**Run 1: gate families picked out**

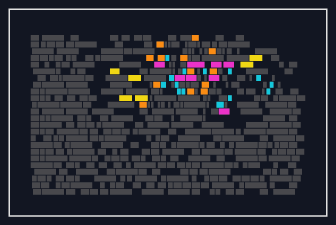
**Run 1: clock routing**

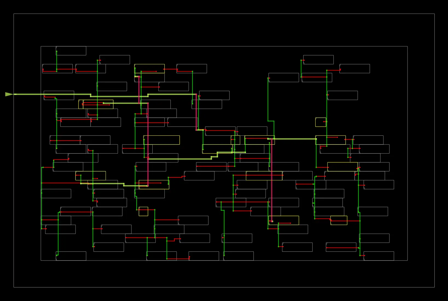
**Run 1: sequential cells colored by netlist name**

Other sequential cells in the stronger gray, the rest of the logic in the fainter gray.
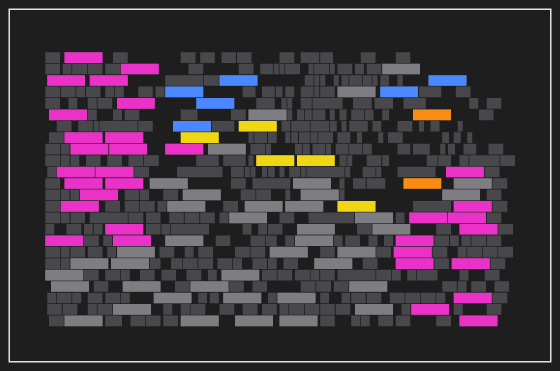
File: config.mk
export PLATFORM = sky130hd
export DESIGN_NAME = ub_reader
export DESIGN_NICKNAME = d
export VERILOG_FILES = /design/src/rtl/ub_pkg.sv /design/src/rtl/skew_delay.sv /design/src/rtl/ub_reader.sv
export SDC_FILE = /design/constraint.sdc
export NUM_CORES = 1
export LEC_CHECK = 0
export CORE_ASPECT_RATIO = 0.6
export CORE_MARGIN = 8
export CORE_UTILIZATION = 44
export CTS_CLUSTER_SIZE = 30
export DETAILED_ROUTE_END_ITERATION = 6
export GPL_TIMING_DRIVEN = 1
export PLACE_DENSITY = 0.86
export SLEW_MARGIN = 30
export SYNTH_ARGS = -nofsm -noshare
export SYNTH_HDL_FRONTEND = slang
export SYNTH_SLANG_ARGS = --single-unit
File: constraint.sdc
create_clock -name clk -period 4.4 [get_ports clk]
set_clock_uncertainty 0.2 [all_clocks]
set_input_delay 0.66 -clock clk [delete_from_list [all_inputs] [get_ports clk]]
set_output_delay 0.66 -clock clk [all_outputs]
set_load 0.02 [all_outputs]
File: src/rtl/ub_pkg.sv
// Shared widths and read-FSM state type for the unified-buffer activation reader.
package ub_pkg;
  localparam int UB_ADDR_W = 6;
  localparam int UB_DATA_W = 32;
  localparam int UB_LEN_W  = 5;

  typedef enum logic [1:0] {
    IDLE  = 2'd0,
    READ  = 2'd1,
    DRAIN = 2'd2
  } ub_rd_state_t;
endpackage

File: src/rtl/skew_delay.sv
// One-stage data+valid delay giving lane1 its diagonal offset into the array.
// Only present in builds that define UB_READER_SKEW_EN.
`ifdef UB_READER_SKEW_EN
module skew_delay #(
  parameter int W = 32
) (
  input  logic         clk,
  input  logic         rst_n,
  input  logic [W-1:0] data_i,
  input  logic         valid_i,
  output logic [W-1:0] data_o,
  output logic         valid_o
);
  logic [W-1:0] data_q;
  logic         valid_q;

  always_ff @(posedge clk or negedge rst_n) begin
    if (!rst_n) begin
      data_q  <= '0;
      valid_q <= 1'b0;
    end else begin
      data_q  <= valid_i ? data_i : '0;
      valid_q <= valid_i;
    end
  end

  assign data_o  = data_q;
  assign valid_o = valid_q;
endmodule
`endif

File: src/rtl/ub_reader.sv
// Streams len two-word activation vectors from the unified buffer into systolic rows 0/1.
// Define UB_READER_SKEW_EN to delay lane1 by one cycle (diagonal feed).
module ub_reader
  import ub_pkg::*;
(
  input  logic                 clk,
  input  logic                 reset,
  input  logic                 start,
  input  logic [UB_ADDR_W-1:0] base_addr,
  input  logic [UB_LEN_W-1:0]  len,
  output logic                 rd_en,
  output logic [UB_ADDR_W-1:0] rd_addr0,
  output logic [UB_ADDR_W-1:0] rd_addr1,
  input  logic [UB_DATA_W-1:0] rd_data0,
  input  logic [UB_DATA_W-1:0] rd_data1,
  output logic [UB_DATA_W-1:0] a0_out,
  output logic [UB_DATA_W-1:0] a1_out,
  output logic                 a0_valid,
  output logic                 a1_valid,
  output logic                 busy,
  output logic                 done
);
  ub_rd_state_t         state_q, state_d;
  logic [UB_LEN_W-1:0]  k_q, k_d;
  logic [UB_LEN_W-1:0]  len_q, len_d;
  logic [UB_ADDR_W-1:0] base_q, base_d;
  logic                 done_q, done_d;
  logic                 rdv_q;
  logic [UB_DATA_W-1:0] a0_q, l1_q;
  logic                 a0v_q, l1v_q;
  logic                 pending;
  logic [UB_ADDR_W-1:0] addr_even;

  assign addr_even = base_q + {k_q, 1'b0};
  assign rd_en     = (state_q == READ);
  assign rd_addr0  = rd_en ? addr_even : '0;
  assign rd_addr1  = rd_en ? addr_even + 6'd1 : '0;
  assign busy      = (state_q != IDLE);
  assign done      = done_q;
  assign a0_out    = a0_q;
  assign a0_valid  = a0v_q;

`ifdef UB_READER_SKEW_EN
  skew_delay #(.W(UB_DATA_W)) u_skew (
    .clk     (clk),
    .rst_n   (reset),
    .data_i  (l1_q),
    .valid_i (l1v_q),
    .data_o  (a1_out),
    .valid_o (a1_valid)
  );
  assign pending = rdv_q | l1v_q;
`else
  assign a1_out   = l1_q;
  assign a1_valid = l1v_q;
  assign pending  = rdv_q;
`endif

  always_comb begin
    state_d = state_q;
    k_d     = k_q;
    len_d   = len_q;
    base_d  = base_q;
    done_d  = 1'b0;
    case (state_q)
      IDLE: begin
        if (start) begin
          if (len != '0) begin
            base_d  = base_addr;
            len_d   = len;
            k_d     = '0;
            state_d = READ;
          end else begin
            done_d = 1'b1;
          end
        end
      end
      READ: begin
        k_d = k_q + 5'd1;
        if (k_q == len_q - 5'd1) state_d = DRAIN;
      end
      DRAIN: begin
        // The final lane1 beat is on the output and nothing is left upstream.
        if (a1_valid && !pending) begin
          done_d  = 1'b1;
          state_d = IDLE;
        end
      end
      default: state_d = IDLE;
    endcase
  end

  always_ff @(posedge clk or negedge reset) begin
    if (!reset) begin
      state_q <= IDLE;
      k_q     <= '0;
      len_q   <= '0;
      base_q  <= '0;
      done_q  <= 1'b0;
    end else begin
      state_q <= state_d;
      k_q     <= k_d;
      len_q   <= len_d;
      base_q  <= base_d;
      done_q  <= done_d;
    end
  end

  // Read data arrives the cycle after rd_en; capture it zero-gated when not valid.
  always_ff @(posedge clk or negedge reset) begin
    if (!reset) begin
      rdv_q <= 1'b0;
      a0_q  <= '0;
      a0v_q <= 1'b0;
      l1_q  <= '0;
      l1v_q <= 1'b0;
    end else begin
      rdv_q <= rd_en;
      a0_q  <= rdv_q ? rd_data0 : '0;
      a0v_q <= rdv_q;
      l1_q  <= rdv_q ? rd_data1 : '0;
      l1v_q <= rdv_q;
    end
  end
endmodule

==> flow_metrics.py, run 1 <==
# Flow results
metrics = {
    "placed_design": {
        "post-place-cells": 521,
        "postPlaceCellArea_um2": 5010,
        "hpwl_um": 7180,
    },
    "critical_path": {
        "rrSetupSlack_ns": 2.48,
        "critPathRequiredTime_ns": 3.54,
        "crit_slowest_cell": "clkdlybuf4s50_1",
        "crit_path_max_fanout": 6,
        "cp.arrival_ns": 2.81,
        "cpPeakStageDelay_ns": 0.62,
        "start_kind": "flip-flop",
        "crit_top_cell": "nor2_1",
    },
    "clocking": {
        "clockBufferDepth": 2,
        "clock-root-buffer": "clkbuf_16",
        "cts_setup_buffers": 0,
        "hold_buffers": 0,
        "htreeDepth": 3,
    },
    "hold_path": {
        "hp-class": "input port to async pin",
    },
    "logic_synthesis": {
        "ff_type": "dfrtp_1",
        "ys_warn_count": 0,
        "top_cell": "dfrtp_1",
        "top_cells_by_area": "dfrtp_1, and2_1, ha_1, xnor2_1, mux2_4",
        "synth_seq_share_pct": 63.9,
        "synth_flops": 85,
        "synth-async-reset-ratio_pct": 100,
        "edf_count": 0,
        "yosys.stat.chipArea_um2": 3330,
        "netlist_instances": 267,
        "syn_nets": 353,
        "top_cells_by_count": "dfrtp_1, and2_1, nor2_1",
        "syn_area_per_cell_um2": 12.5,
        "netlist_area_um2": 3330,
        "top_area_cell": "dfrtp_1",
        "synth_cell_types": 37,
    },
    "die": {
        "std_cell_rows": 24,
        "dieHeight_um": 83.4,
        "ios": 159,
        "core_util_floorplan_pct": 45.6,
    },
    "grt": {
        "grt_pass1_wl_um": 14700,
        "antenna_found_initial": 0,
        "grt_pass1_vias": 2812,
        "gr-total-overflow": 0,
        "grt_max_degree": 86,
    },
    "power": {
        "p_per_area_nw_per_um2": 757,
        "vdd_drop_max_uv": 362,
        "power.leakage_nw": 2.35,
    },
    "finish": {
        "syn2layout_area_growth_pct": 60.2,
        "antenna_cells": 0,
        "postLayoutCellArea_um2": 5340,
        "finalNetCount": 514,
    },
    "flow_run": {
        "max_cap_viol_count": 0,
        "tool_warnings": 26,
    },
    "sta": {
        "setup_slack_ns": 0.726,
        "relSlewSlack_pct": 50.5,
        "finalHoldViolations": 0,
        "finalClockPeriodUsage_pct": 83.5,
        "final-setup-viol-count": 0,
        "fin_tns_setup_ns": 0,
        "period_minus_slack_ns": 3.67,
    },
    "outcome": {
        "status": "finished, final reports clean",
    },
    "route": {
        "drt-initial-drc-count": 93,
        "vias": 2507,
        "wire_per_inst_um": 17.3,
        "drc": 0,
        "routed_via_density": 4.67,
        "drtPass1Iterations": 4,
        "postRouteAntennaNets": 0,
    },
}
## Picture notes: 'gate families picked out'
[multiplexers] yellow | cells: 6
[inverting AOI/OAI gates] cyan | cells: 14
[XOR/XNOR gates] orange | cells: 13
[adder and majority cells] magenta | cells: 8

## Picture notes: 'clock routing'
Insertion Delay late pin: 0.33 ns
Sink Count: 85
# clk buffers: 11
P_clk: 807 uW

## Picture notes: 'sequential cells colored by netlist name'
[`a1_out`] magenta | flops: 32
[`base_q`] blue | flops: 6
[`len_q`] yellow | flops: 5 | where: center
[`state_q`] orange | flops: 2
seq pwr: 1.19 mW
Reg area: 2130 um2
fraction of area in registers: 39.9%

==> run 1: per-layer routing <==
layer	track usage, %	vias to the layer above	routed length (um)
li1	-	1175	-
met1	18.4	1204	3560
met2	29.9	111	4450
met3	9.76	17	1070
met4	5.90	0	198
met5	0	-	0
==> run 1: logic make-up after synthesis <==
kind of cell    count (synthesis)  share of synthesized area (%)
buf+inv                        17                           2.25
xor+xnor                       13                           3.42
simple gates                  118                           20.7
fa+ha+maj                       8                           3.23
mux                             6                           2.59
flops                          85                           63.9
compound gates                 20                           3.95
==> run 1: worst max-delay path: cells and delay by family (launching register included) <==
family	cells	cell delay (ns)
simple gates	2	0.20
buf+inv	1	0.62
xor+xnor	2	0.53
fa+ha+maj	2	0.67
flops	1	0.46
==> run 1: report_power, final <==
group	switching [mW]	total (mW)	leakage [nW]	internal (mW)
sequential	0.160	1.19	1.06	1.03
clock	0.294	0.807	0.152	0.513
combinational	1.04	2.05	1.14	1.01
total	1.49	4.04	2.35	2.55
==> run 1: state kept, by name (all words and copies together) (netlist names) <==
name      cells
a0_out       32
pending       1
len_q         5
a1_valid      1
base_q        6
a1_out       32
done          1
state_q       2
k_q           5
==> run 1: layout by cell type (no fill, tap or decap), types with 5 or more instances in the layout <==
cell type,instances
inv_1,6
nand2_1,13
xnor2_1,10
clkdlybuf4s50_1,157
a21oi_1,8
nor2_1,17
clkbuf_16,9
dfrtp_1,85
ha_1,7
and2_1,68
mux2_4,5
==> run 1: cell type report <==
class / instances / area [um2]
multi-input combinational: 165 / 1130
tap: 104 / 130
inverter: 7 / 26.3
clock inverter: 5 / 83.8
sequential: 85 / 2130
clock buffer: 11 / 243
fill: 512 / 1960
timing repair buffer: 160 / 1600
==> run 1: per-stage QoR <==
stage	util, %	power [mW]
global placement	68.6	3.19
detailed placement	68.6	3.26
global route	73.1	4.28
floorplan	-	2.34
finish	73.1	4.04
CTS	73.1	4.09
==> run 1: worst paths after layout <==
path                            start           to  cells after the start
max in group asynchronous       reset    base_q[1]                      1
hold reg to reg            state_q[0]         done                      1
min in group clk           state_q[0]         done                      1
setup reg to reg           state_q[0]   state_q[0]                      3
setup / recovery               k_q[0]  rd_addr1[4]                      7
hold / removal                  reset   a0_out[10]                      1
==> run 2, diff against run 1 <==
--- a/config.mk
+++ b/config.mk
@@ -7,11 +7,11 @@
 export LEC_CHECK = 0
 export CORE_ASPECT_RATIO = 0.6
 export CORE_MARGIN = 8
-export CORE_UTILIZATION = 44
+export CORE_UTILIZATION = 41
 export CTS_CLUSTER_SIZE = 30
 export DETAILED_ROUTE_END_ITERATION = 6
 export GPL_TIMING_DRIVEN = 1
-export PLACE_DENSITY = 0.86
+export PLACE_DENSITY = 0.81
 export SLEW_MARGIN = 30
 export SYNTH_ARGS = -nofsm -noshare
 export SYNTH_HDL_FRONTEND = slang
==> constraint.sdc (replaced) <==
create_clock -name clk -period 3.5 [get_ports clk]
set_clock_uncertainty 0.2 [all_clocks]
set_input_delay 0.525 -clock clk [delete_from_list [all_inputs] [get_ports clk]]
set_output_delay 0.525 -clock clk [all_outputs]
set_load 0.02 [all_outputs]
**Run 2: clock wires, drivers and flops**

Bar = 50 um.
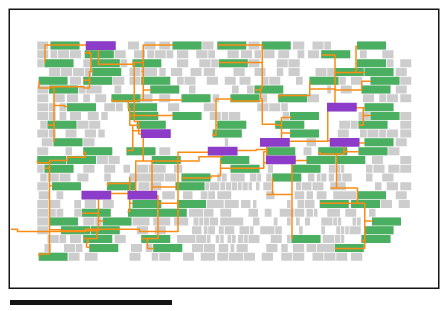
[clock drivers] purple | count: 9
[flip-flops] green | count: 85
[clock wires] orange | length: 962 um
flops lie: all over the die

==> run 2 against run 1 <==
Core utilization shrank 5.5 points. Critical endpoint is now rd_addr0[5]. Combinational power grew 24%. Sequential share of layout area grew 0.056 points. Critical path type unchanged. Worst setup slack lost 0.58 ns. Clock power grew 19%. Total power grew 23%. Synthesized cell count is the same. Count of clock-buffer cells in the layout grew 2. Die area grew 6.1%. Routed wire length shrank 4.8%. First-iteration DRC count grew 61%.
==> flow_metrics.py, run 2 <==
# Flow results
metrics = {
    "sta": {
        "final-setup-viol-count": 0,
        "finalHoldViolations": 0,
        "period_minus_slack_ns": 3.35,
        "fin_tns_setup_ns": 0,
        "finalClockPeriodUsage_pct": 95.8,
        "relSlewSlack_pct": 49.2,
    },
    "hold_path": {
        "hp-class": "input port to async pin",
    },
    "clocking": {
        "htreeDepth": 3,
        "cts_setup_buffers": 0,
        "cts_sinks": 85,
        "clockBufferDepth": 2,
        "clk_latency_ns": 0.32,
    },
    "route": {
        "drtPass1Iterations": 4,
        "drt-initial-drc-count": 150,
        "vias": 2463,
        "drc": 0,
    },
    "logic_synthesis": {
        "synth-async-reset-ratio_pct": 100,
        "top_cell": "dfrtp_1",
        "syn_nets": 353,
        "top_cells_by_area": "dfrtp_1, and2_1, ha_1, xnor2_1, mux2_4",
        "yosys.stat.chipArea_um2": 3330,
        "synth_flops": 85,
        "netlist_instances": 267,
        "ff_type": "dfrtp_1",
        "edf_count": 0,
        "top_area_cell": "dfrtp_1",
        "top_cells_by_count": "dfrtp_1, and2_1, nor2_1",
        "ys_warn_count": 0,
    },
    "grt": {
        "grt_max_degree": 86,
        "antenna_found_initial": 0,
        "grt_pass1_wl_um": 14000,
        "grt_pass1_vias": 2581,
        "grt_use_met2_pct": 24.2,
        "grt_util_met3_pct": 9.80,
        "gr-total-overflow": 0,
        "gr-usage-met1_pct": 18.3,
        "busiest_layer": "met2",
    },
    "finish": {
        "antenna_cells": 0,
        "flop_area_um2": 2130,
        "nFillCells": 604,
        "finalNetCount": 513,
        "final_common_cell": "clkdlybuf4s50_1",
        "final_cell_mix": "clkdlybuf4s50_1, dfrtp_1, and2_1",
        "comb_area_um2": 1130,
        "syn2layout_area_growth_pct": 60.0,
    },
    "die": {
        "std_cell_rows": 25,
        "ios": 159,
        "dieHeight_um": 85.8,
    },
    "outcome": {
        "status": "finished, final reports clean",
    },
    "power": {
        "vdd_drop_max_uv": 547,
        "power.leakage_nw": 2.37,
        "p_per_area_nw_per_um2": 936,
    },
    "placed_design": {
        "hpwl_um": 6820,
        "postPlaceCellArea_um2": 5010,
    },
    "critical_path": {
        "critPathRequiredTime_ns": 2.77,
        "cp.arrival_ns": 2.63,
        "start_kind": "flip-flop",
        "crit_path_max_fanout": 6,
    },
    "flow_run": {
        "tool_warnings": 26,
        "max_cap_viol_count": 0,
    },
}
**Run 2: placement by cell class**

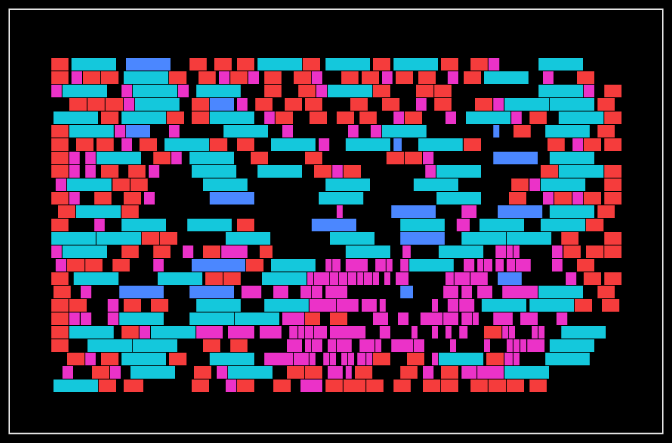
[flops] cyan | cells: 85
[clock drivers and dummy loads] blue | cells: 16
[other buffers and delay cells] red | cells: 159
[combinational and other logic] magenta | cells: 172
fraction of area in registers: 39.9%
final instance area: 5330 um2

==> run 2: logic make-up after synthesis <==
family | Yosys count | synth area share, %
fa+ha+maj | 8 | 3.23
mux | 6 | 2.59
xor+xnor | 13 | 3.42
buf+inv | 17 | 2.25
compound gates | 20 | 3.95
flops | 85 | 63.9
simple gates | 118 | 20.7
==> run 2: critical path, stage by stage (launching register included) <==
cell             delay [ns]
dfrtp_1                0.44
ha_1                   0.26
fa_1                   0.44
a21o_1                 0.18
a21oi_1                0.17
xnor2_1                0.12
nor2_1                 0.10
clkdlybuf4s50_1        0.62
==> run 2: repair_timing <==
action | 4_1_cts | 5_1_grt
resized | 2 | 1
hold buffers | 0 | 0
setup endpoints to repair | 2 | 1
==> run 2: area by class of cell <==
| cell class | instances | share of cell area, % |
|---|---|---|
| clock buffer | 13 | 5.07 |
| clock inverter | 3 | 0.798 |
| inverter | 7 | 0.493 |
| multi-input combinational | 165 | 21.3 |
| sequential | 85 | 39.9 |
| tap | 108 | 2.54 |
| timing repair buffer | 159 | 29.9 |
==> run 2: path summary, 6_finish.rpt <==
path,end,slack [ns],cells past startpoint,startpoint
max,rd_addr0[5],0.15,7,k_q[0]
min,a0_out[12],0.03,1,reset
max reg2reg,state_q[0],1.62,3,state_q[0]
min reg2reg,done,0.30,1,state_q[0]
max in group asynchronous,a0_out[27],2.53,1,reset
min in group clk,done,0.30,1,state_q[0]
==> run 2: report_power, final <==
group          total (mW)  switching (mW)  internal [mW]
combinational        2.55            1.29           1.25
clock               0.958           0.348          0.610
sequential           1.48           0.191           1.29
total                4.99            1.83           3.16
==> run 2: layer usage <==
| layer | vias up | wire length [um] |
|---|---|---|
| met5 | - | 0 |
| met4 | 0 | 24 |
| met3 | 2 | 1150 |
| met2 | 117 | 4000 |
| met1 | 1167 | 3660 |
| li1 | 1177 | - |
==> run 2: through the flow <==
step | util [%] | worst slack [ns] | std cells | hold WS (ns) | total power, mW
2_1_floorplan | - | 0.847 | 267 | 0.0294 | 2.94
3_3_place_gp | 63.5 | 0.388 | 524 | 0.287 | 4.01
3_5_place_dp | 63.5 | 0.311 | 524 | 0.295 | 4.08
4_1_cts | 67.6 | 0.0733 | 540 | 0.0751 | 5.07
5_1_grt | 67.6 | 0.0131 | 540 | 0.0998 | 5.30
6_report | 67.6 | 0.147 | 540 | 0.0310 | 4.99
==> run 3, diff against run 2 <==
--- a/config.mk
+++ b/config.mk
@@ -12,7 +12,6 @@
 export DETAILED_ROUTE_END_ITERATION = 6
 export GPL_TIMING_DRIVEN = 1
 export PLACE_DENSITY = 0.81
-export SLEW_MARGIN = 30
 export SYNTH_ARGS = -nofsm -noshare
 export SYNTH_HDL_FRONTEND = slang
 export SYNTH_SLANG_ARGS = --single-unit
**Run 3: placement by cell class**

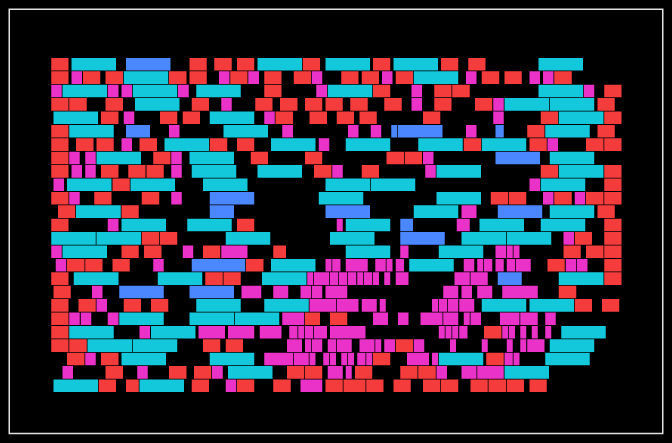
[flops] cyan | cells: 85
[other buffers and delay cells] red | cells: 159
[clock drivers and dummy loads] blue | cells: 16
[combinational and other logic] magenta | cells: 172
final instance area: 5320 um2
Core Area: 7880 um2
row cnt: 25
post-layout util: 67.5%

==> run 3 against run 2 <==
Synthesized area is the same. Register-to-register slack got worse by 0.04 ns. Non-clock buffer count unchanged. Final cell count unchanged. Core utilization barely moved. Design area hardly changed. Sequential cell count stayed put. Total power up 0.19%.
==> flow_metrics.py, run 3 <==
# Flow results
metrics = {
    "critical_path": {
        "cp-startpoint": "k_q[0]",
        "path_class": "flip-flop to output port",
        "worstSetupEndpointType": "output port",
        "reg2reg_from": "state_q[0]",
        "rrSetupSlack_ns": 1.58,
        "reg2reg_to": "state_q[0]",
        "crit_path_max_fanout": 6,
        "reg2reg_depth": 3,
        "cp.arrival_ns": 2.63,
        "critPathRequiredTime_ns": 2.77,
        "start_kind": "flip-flop",
        "critPathCapture": "rd_addr0[5]",
    },
    "clocking": {
        "cts_sinks": 85,
        "cts_tree": "yes",
        "path_clk_slew_ns": 0.06,
        "hold_buffers": 0,
        "htreeDepth": 3,
        "clockBufferDepth": 2,
        "cts_inserted_buffers": 9,
        "clock-root-buffer": "clkbuf_16",
        "clk_latency_ns": 0.32,
    },
    "sta": {
        "relSlewSlack_pct": 29.3,
        "fmax_ghz": 0.298,
        "grt_setup_unrepaired": "no",
        "finalClockPeriodUsage_pct": 96.0,
        "fin_tns_setup_ns": 0,
        "finalHoldViolations": 0,
        "final-setup-viol-count": 0,
        "report.final.slew_viol_count": 0,
        "period_minus_slack_ns": 3.36,
    },
    "route": {
        "postRouteAntennaNets": 0,
        "wire_per_inst_um": 16.6,
        "drtPass1Iterations": 5,
        "drc": 0,
        "vias": 2433,
        "routed_via_density": 4.51,
        "totalWireLength_um": 8940,
        "drt-initial-drc-count": 138,
    },
    "power": {
        "power.leakage_nw": 2.37,
        "p_per_area_nw_per_um2": 939,
        "vdd_drop_max_uv": 566,
    },
    "logic_synthesis": {
        "synth_cell_types": 37,
        "synth_seq_share_pct": 63.9,
        "ff_type": "dfrtp_1",
        "top_cells_by_area": "dfrtp_1, and2_1, ha_1, xnor2_1, mux2_4",
        "synth_flops": 85,
        "netlist_instances": 267,
        "yosys.stat.chipArea_um2": 3330,
        "ys_cells": 267,
        "synth_top_area_share_pct": 63.9,
        "top_cells_by_count": "dfrtp_1, and2_1, nor2_1",
        "synth-async-reset-ratio_pct": 100,
        "top_area_cell": "dfrtp_1",
        "ys_warn_count": 0,
        "syn_area_per_cell_um2": 12.5,
        "syn_nets": 353,
        "netlist_area_um2": 3330,
        "top_cell": "dfrtp_1",
        "edf_count": 0,
    },
    "finish": {
        "antenna_cells": 0,
        "syn2layout_area_growth_pct": 59.9,
        "finalNetCount": 513,
        "final_cell_mix": "clkdlybuf4s50_1, dfrtp_1, and2_1",
        "drive_gt1_share_pct": 7.64,
        "final_common_cell": "clkdlybuf4s50_1",
    },
    "grt": {
        "gr-total-overflow": 0,
        "antenna_found_initial": 0,
        "grt_max_degree": 86,
        "grt_usage_pct": 16.0,
        "grt_pass1_wl_um": 14000,
        "grt_pass1_vias": 2583,
    },
    "die": {
        "core_util_floorplan_pct": 42.2,
        "ios": 159,
        "dieHeight_um": 85.8,
        "chip_area_um2": 11400,
    },
    "placed_design": {
        "routabilityCongestion": 0.824,
        "postPlaceCellArea_um2": 5000,
        "portBuffers": 158,
        "hpwl_um": 6810,
    },
    "hold_path": {
        "hp-class": "input port to async pin",
    },
    "flow_run": {
        "tool_warnings": 26,
        "max_cap_viol_count": 0,
    },
    "outcome": {
        "status": "finished, final reports clean",
    },
}
**Run 3: sequential cells colored by netlist name**

Other sequential cells in the stronger gray, the rest of the logic in the fainter gray.
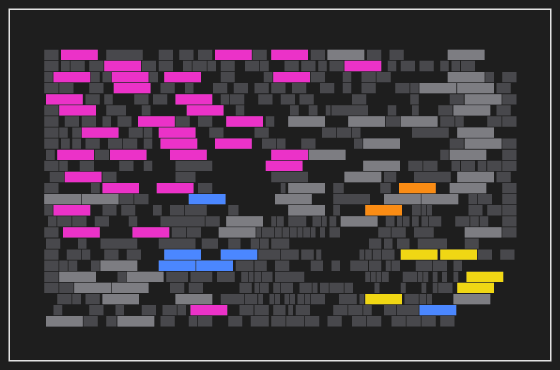
[`len_q`] yellow | flops: 5 | where: lower right
[`a1_out`] magenta | flops: 32
[`state_q`] orange | flops: 2
[`base_q`] blue | flops: 6

run 3: cells by family (layout without fill, tap and decap cells):
group	count (synthesis)	after routing	share of synthesized area, %
muxes	6	6	2.59
and+or+nand+nor	118	118	20.7
buffers and inverters	17	182	2.25
xor gates and xnor gates	13	13	3.42
DFF	85	85	63.9
AOI/OAI and AO/OA	20	20	3.95
adders and majority gates	8	8	3.23
run 3: final cells by class:
type,instances,area [um2]
clock inverters,3,42.5
repair buffers,159,1590
multi-input cells,165,1130
well taps,108,135
clock buffers,13,270
fillers,610,2560
flip-flops and latches,85,2130
inverters,7,26.3
run 3: power by group:
part           switching, mW  internal, mW  leakage (nW)
Combinational           1.30          1.25          1.15
Clock                  0.354         0.610         0.152
Sequential             0.190          1.29          1.06
run 3: worst min path at each step:
stage          startpoint         end  slack (ns)  cells past startpoint
4_1_cts             reset  a0_out[12]        0.22                      1
2_1_floorplan       reset   a0_out[0]        0.03                      0
3_3_place_gp   state_q[0]        done        0.29                      1
5_1_grt             reset  a0_out[12]        0.28                      1
6_report            reset  a0_out[12]        0.18                      1
3_5_place_dp   state_q[0]        done        0.30                      1
run 3: timing repair:
item | 4_1_cts | 5_1_grt
endpoints found under the setup margin | 2 | 1
buffers inserted | 0 | 0
gates cloned | 0 | 0
gates resized | 2 | 1
run 3: critical path, stage by stage (launching register included):
cell and delay [ns]:
dfrtp_1 0.44, ha_1 0.26, fa_1 0.44, a21o_1 0.18, a21oi_1 0.17, xnor2_1 0.12, nor2_1 0.10, clkdlybuf4s50_1 0.62
run 3: metrics by stage:
step	instances	total power, mW	hold slack, ns	utilization (%)	setup WS [ns]
finish	540	5.00	0.176	67.5	0.141
global route	540	5.31	0.278	67.5	0.0106
CTS	540	5.07	0.222	67.5	0.0708
detailed placement	524	4.08	0.295	63.5	0.311
global placement	524	4.01	0.287	63.5	0.388
floorplan	267	2.94	0.0294	-	0.847
run 3: layer usage:
layer | track usage, % | up-vias | wire [um]
met5 | 0 | - | 0
met4 | 4.71 | 0 | 70
met3 | 9.74 | 6 | 1100
met2 | 24.4 | 104 | 4010
met1 | 18.4 | 1154 | 3760
li1 | - | 1169 | -
No activity file was given, so power comes from the tool's default toggle rates.
